==> src/rtl/dac_wave_gen.sv <==
// Phase-accumulator waveform source for the DAC8830 driver: one scaled, offset
// and saturated 16-bit code plus a one-cycle update strobe per sample period.
module dac_wave_gen #(
  parameter int PHASE_W = 24,
  parameter int DIV_MIN = 40
) (
  input  logic               sys_clk,
  input  logic               sys_rst,
  input  logic               enable,
  input  logic               cfg_load,
  input  logic [1:0]         cfg_wave,
  input  logic [PHASE_W-1:0] cfg_step,
  input  logic [15:0]        cfg_div,
  input  logic [15:0]        cfg_amp,
  input  logic [15:0]        cfg_offset,
  output logic [15:0]        dac_data,
  output logic               dac_update,
  output logic               cfg_pending
);

  localparam logic [15:0] DIV_FLOOR = 16'(DIV_MIN - 1);

  typedef enum logic {IDLE, RUN} state_t;

  state_t state, state_next;

  logic [1:0]         sh_wave, act_wave;
  logic [PHASE_W-1:0] sh_step, act_step;
  logic [15:0]        sh_div, act_div;
  logic [15:0]        sh_amp, act_amp;
  logic [15:0]        sh_offset, act_offset;

  logic [PHASE_W-1:0] phase;
  logic [15:0]        div_cnt;

  logic        s0_valid, s1_valid;
  logic [15:0] ph_s, amp_s, off_s, off_1;
  logic [1:0]  wave_s;
  logic [15:0] raw;
  logic [31:0] prod;
  logic [16:0] sum;

  logic tick, start, apply;

  assign tick  = (state == RUN) && (div_cnt == act_div);
  assign start = (state == IDLE) && enable;
  assign apply = cfg_pending && ((state == IDLE) || tick);

  always_ff @(posedge sys_clk or posedge sys_rst) begin
    if (sys_rst) state <= IDLE;
    else         state <= state_next;
  end

  always_comb begin
    state_next = state;
    case (state)
      IDLE: if (enable)  state_next = RUN;
      RUN:  if (!enable) state_next = IDLE;
      default: state_next = IDLE;
    endcase
  end

  // A load coinciding with an apply wins the pending flag: the apply moves the old shadow.
  always_ff @(posedge sys_clk or posedge sys_rst) begin
    if (sys_rst) begin
      sh_wave     <= '0;
      sh_step     <= '0;
      sh_div      <= DIV_FLOOR;
      sh_amp      <= '0;
      sh_offset   <= '0;
      act_wave    <= '0;
      act_step    <= '0;
      act_div     <= DIV_FLOOR;
      act_amp     <= '0;
      act_offset  <= '0;
      cfg_pending <= 1'b0;
    end else begin
      if (cfg_load) begin
        sh_wave   <= cfg_wave;
        sh_step   <= cfg_step;
        sh_div    <= (cfg_div < DIV_FLOOR) ? DIV_FLOOR : cfg_div;
        sh_amp    <= cfg_amp;
        sh_offset <= cfg_offset;
      end
      if (apply) begin
        act_wave   <= sh_wave;
        act_step   <= sh_step;
        act_div    <= sh_div;
        act_amp    <= sh_amp;
        act_offset <= sh_offset;
      end
      if (cfg_load)   cfg_pending <= 1'b1;
      else if (apply) cfg_pending <= 1'b0;
    end
  end

  always_ff @(posedge sys_clk or posedge sys_rst) begin
    if (sys_rst) begin
      phase   <= '0;
      div_cnt <= '0;
    end else if (start) begin
      phase   <= '0;
      div_cnt <= '0;
    end else if (state == RUN) begin
      if (tick) begin
        phase   <= phase + act_step;
        div_cnt <= '0;
      end else begin
        div_cnt <= div_cnt + 16'd1;
      end
    end
  end

  always_comb begin
    raw = '0;
    case (wave_s)
      2'd0: raw = '0;
      2'd1: raw = ph_s;
      2'd2: raw = ph_s[15] ? {~ph_s[14:0], 1'b0} : {ph_s[14:0], 1'b0};
      2'd3: raw = ph_s[15] ? 16'hFFFF : 16'h0000;
      default: raw = '0;
    endcase
  end

  assign sum = 17'(prod >> 16) + 17'(off_1);

  // Gating every stage with enable flushes in-flight samples the moment enable drops.
  always_ff @(posedge sys_clk or posedge sys_rst) begin
    if (sys_rst) begin
      s0_valid   <= 1'b0;
      s1_valid   <= 1'b0;
      ph_s       <= '0;
      wave_s     <= '0;
      amp_s      <= '0;
      off_s      <= '0;
      off_1      <= '0;
      prod       <= '0;
      dac_data   <= '0;
      dac_update <= 1'b0;
    end else begin
      s0_valid   <= tick && enable;
      s1_valid   <= s0_valid && enable;
      dac_update <= s1_valid && enable;
      if (tick) begin
        ph_s   <= phase[PHASE_W-1 -: 16];
        wave_s <= act_wave;
        amp_s  <= act_amp;
        off_s  <= act_offset;
      end
      if (s0_valid) begin
        prod  <= 32'(raw) * 32'(amp_s);
        off_1 <= off_s;
      end
      if (s1_valid && enable)
        dac_data <= sum[16] ? 16'hFFFF : sum[15:0];
    end
  end

endmodule

==> config.mk <==
export PLATFORM = sky130hd
export DESIGN_NAME = dac_wave_gen
export DESIGN_NICKNAME = d
export VERILOG_FILES = /design/src/rtl/dac_wave_gen.sv
export SDC_FILE = /design/constraint.sdc
export NUM_CORES = 1
export LEC_CHECK = 0
export CAP_MARGIN = 20
export CORE_ASPECT_RATIO = 1.2
export CORE_MARGIN = 5
export CORE_UTILIZATION = 45
export DETAILED_ROUTE_END_ITERATION = 16
export GPL_TIMING_DRIVEN = 1
export SLEW_MARGIN = 15
export SYNTH_ARGS = -nofsm -noshare
export SYNTH_HDL_FRONTEND = slang
export SYNTH_SLANG_ARGS = --single-unit
export TNS_END_PERCENT = 50
==> constraint.sdc <==
create_clock -name sys_clk -period 8.5 [get_ports sys_clk]
set_input_delay 0.85 -clock sys_clk [delete_from_list [all_inputs] [get_ports sys_clk]]
set_output_delay 0.85 -clock sys_clk [all_outputs]
set_load 0.005 [all_outputs]
==> run_1/m3.png <==
(1.5 px per µm)
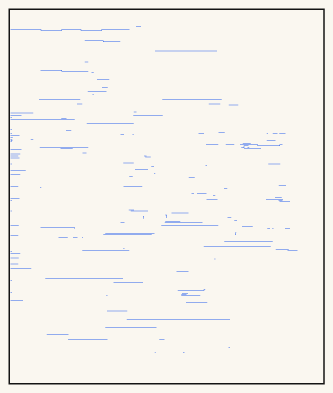
96 nets have wire on it. The layer carries 1390 µm of wire. The layer holds 3.1% of the routed length. The longest straight run is 68.5 µm.

==> run_1/util_map.png <==
(1.5 px per µm) The die is cut into 21 by 25 equal tiles; black is low, pale yellow is high, 0 to 100% covered.
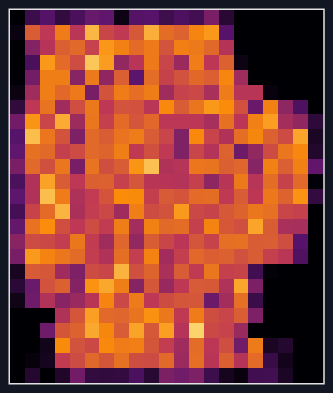
The fullest tile reaches 91%. 15% of the tiles are nearly empty. The mean over all tiles is 45%. 6.7% of the tiles are over 75% full.
Layout Utilization: 50.9%
FP Core Util: 45.4%

==> run_1/layers.png <==
(1.5 px per µm) Two of the layers only.
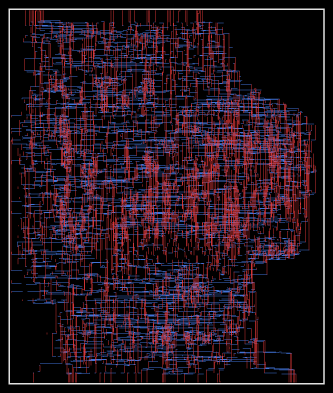
Key: M2 = red [wire length 22.8 mm]; M1 = blue [wire length 19900 µm]
drt total wl: 45.1 mm
Routed WL per cell: 16.9 µm
DR vias: 14058

==> impl_metrics.ini, run 1 <==
; synthesis and place-and-route metrics
[status]
status = complete, no violations

[route]
drt_pass1_iterations = 5
viasPerCell = 5.27
dr_wl_met3_mm = 1.39
drt_iter0_markers = 662

[run]
warning_count = 28
drv_cap = 0

[setup_path]
critPathBufInv = 4
path_delay_family = adder cells
critical_path_depth = 23
crit_end = prod[31]
start_kind = flip-flop
cp_cell_sequence = nor2b_1 -> buf_4 -> a22o_1 -> nand2_1 -> fa_1 -> inv_1 -> fa_1 -> fa_1 -> fa_1 -> fa_1 -> inv_1 -> fa_1 -> inv_1 -> ha_1 -> a21oi_2 -> nor2b_1 -> a211o_1 -> a311o_1 -> a311o_4 -> a21oi_4 -> o311ai_2 -> xnor2_1 -> mux2_2
cp-end-kind = flip-flop
crit_path_max_incr_delay_ns = 0.63
crit_top_cell = fa_1
setup.worst_path.class = reg -> reg

[floorplan]
die-width_um = 209
pin_count = 96

[final_layout]
seq-cell-share_pct = 30.5
comb_cells = 1350
buffers = 112
n_clock_buffer = 41
mostFrequentLayoutCell = dfrtp_1
clock_area_share_pct = 4.26
buffer_area_share_pct = 4.55
fin_nets = 2436
layout_top_cells = dfrtp_1 (283), inv_1 (236), mux2_2 (218)
nFillCells = 4221
instances_no_fill = 2667

[global_route]
grt_use_met2_pct = 30.8

[yosys]
yosysCellCount = 1958
aoi_share_pct = 8.26
mux_share_pct = 11.7
yosysChipArea_um2 = 21300
netlist.area_leader.share_pct = 33.2

[timing]
setup_viol_count_final = 0
layout_min_cycle_time_ns = 7.66
finClkSkew_ns = 0.0167
whs_ns = 0.487

[cts]
holdBufCountCts = 0
cts_htree_levels = 1
clock_latency_ns = 0.56
cts.sinks = 291
cts.repair.resized = 0

[pwr]
power_switching_mw = 0.745
maxPowerGroup = registers
share_comb_of_total_power_pct = 9.5
powerComb_mw = 0.305
max-vdd-ir-drop_mv = 0.146

[hold_path]
hold_path.class = reg -> reg
==> run_1/class_map.png <==
(1 px per µm)
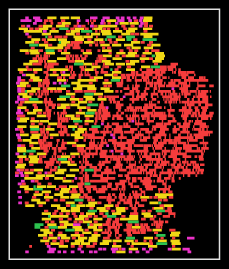

==> run 1 -> run 2 <==
CORE_UTILIZATION = 56   (was 45)
PLACE_DENSITY = 0.78   (was not set)
TNS_END_PERCENT = not set   (was 50)
==> run_2/class_map.png <==
(1 px per µm)
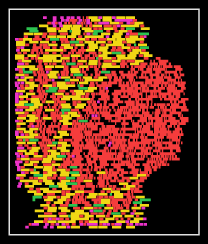
Key: remaining buffers and delay cells = magenta [cells 109]; remaining logic cells = red [cells 1587]; clock drivers and dummy loads = green [cells 48]; sequential cells = yellow [cells 291]
Layout Utilization: 62.7%
Finished Cell Area: 23700 µm²

==> run_2/placed.png <==
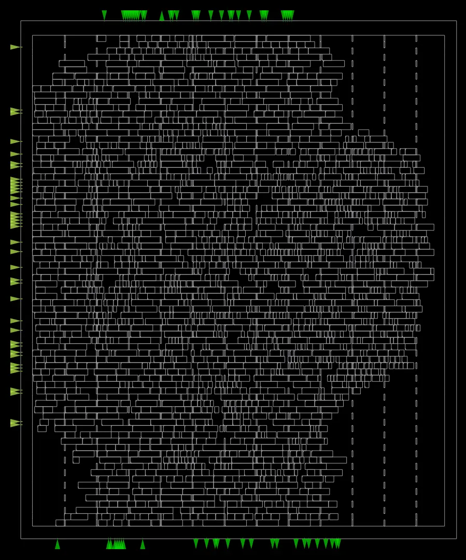
Non-Filler Instances: 2515
sequential cell count: 291
fraction of area in registers: 30.8%
CORE AREA: 37800 µm²
# fillers: 2889

==> impl_metrics.ini, run 2 <==
; synthesis and place-and-route metrics
[yosys]
yosysChipArea_um2 = 21300
yosysCellCount = 1958
mux_share_pct = 11.7
netlist.area_leader.share_pct = 33.2
aoi_share_pct = 8.26
fp_nets = 2372

[run]
drv_cap = 0
warning_count = 28

[pwr]
maxPowerGroup = registers
p_seq_share_pct = 49.2
powerComb_mw = 0.310
power_mw = 3.19
power_switching_mw = 0.720
max-vdd-ir-drop_mv = 0.167
share_comb_of_total_power_pct = 9.7

[setup_path]
slowest_stage = dfrtp_1
r2r_cells = 23
crit_end = prod[31]
critPathBufInv = 4
crit_top_cell = fa_1
path_delay_family = adder cells
cp-end-kind = flip-flop
setup.worst_path.class = reg -> reg
critical_path_depth = 23
start_kind = flip-flop
crit_path_max_incr_delay_ns = 0.58
cp_cell_sequence = nor2b_1 -> buf_4 -> a22o_1 -> nand2_1 -> fa_1 -> inv_1 -> fa_1 -> fa_1 -> fa_1 -> fa_1 -> inv_1 -> fa_1 -> inv_1 -> ha_1 -> a21oi_2 -> nor2b_1 -> a211o_1 -> a311o_1 -> a311o_4 -> a21oi_4 -> o311ai_2 -> xnor2_1 -> mux2_2
worstReg2RegEnd = prod[31]

[cts]
cts.repair.resized = 0
cts_made_buffers = 27
cts-root-buf = clkbuf_16
holdBufCountCts = 0
cts_buffer_depth = 3
cts.sinks = 291
cts_htree_levels = 1
clock_latency_ns = 0.56

[timing]
finClkSkew_ns = 0.0155
layout_min_cycle_time_ns = 7.64
whs_ns = 0.493
setup_viol_count_final = 0
fin_setup_tns_ns = 0

[final_layout]
buffer_area_share_pct = 4.49
buffers = 109
layout_top_cells = dfrtp_1 (283), inv_1 (236), mux2_2 (218)
clock_area_share_pct = 4.09
mostFrequentLayoutCell = dfrtp_1
n_clock_buffer = 35
fin_nets = 2430
comb_area_um2 = 12900
comb_cells = 1350

[floorplan]
initCoreUtil_pct = 56.5
pin_count = 96
die-width_um = 188

[route]
drt_pass1_iterations = 5
drt_iter0_markers = 679
wl_per_cell_um = 17.4
viasPerCell = 5.68
dr_wl_met3_mm = 1.57

[status]
status = complete, no violations

[global_route]
grt_util_met1_pct = 26.8
grt_use_met2_pct = 38.7
grt-ovfl-total = 0
grt.total_usage_pct = 21.2

[placed_design]
dpl_cell_area_um2 = 22700

[hold_path]
hold_path.class = reg -> reg
==> run_2/m3.png <==
(1.5 px per µm)
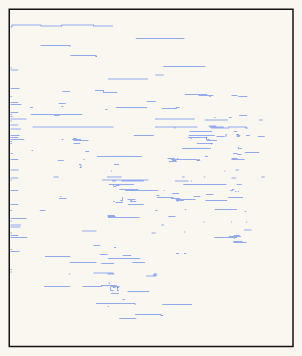
The layer holds 3.6% of the routed length. The layer carries 1570 µm of wire. 137 nets have wire on it.
DR vias: 14280
met3 global-route usage: 2.00%
drt total wl: 43.7 mm

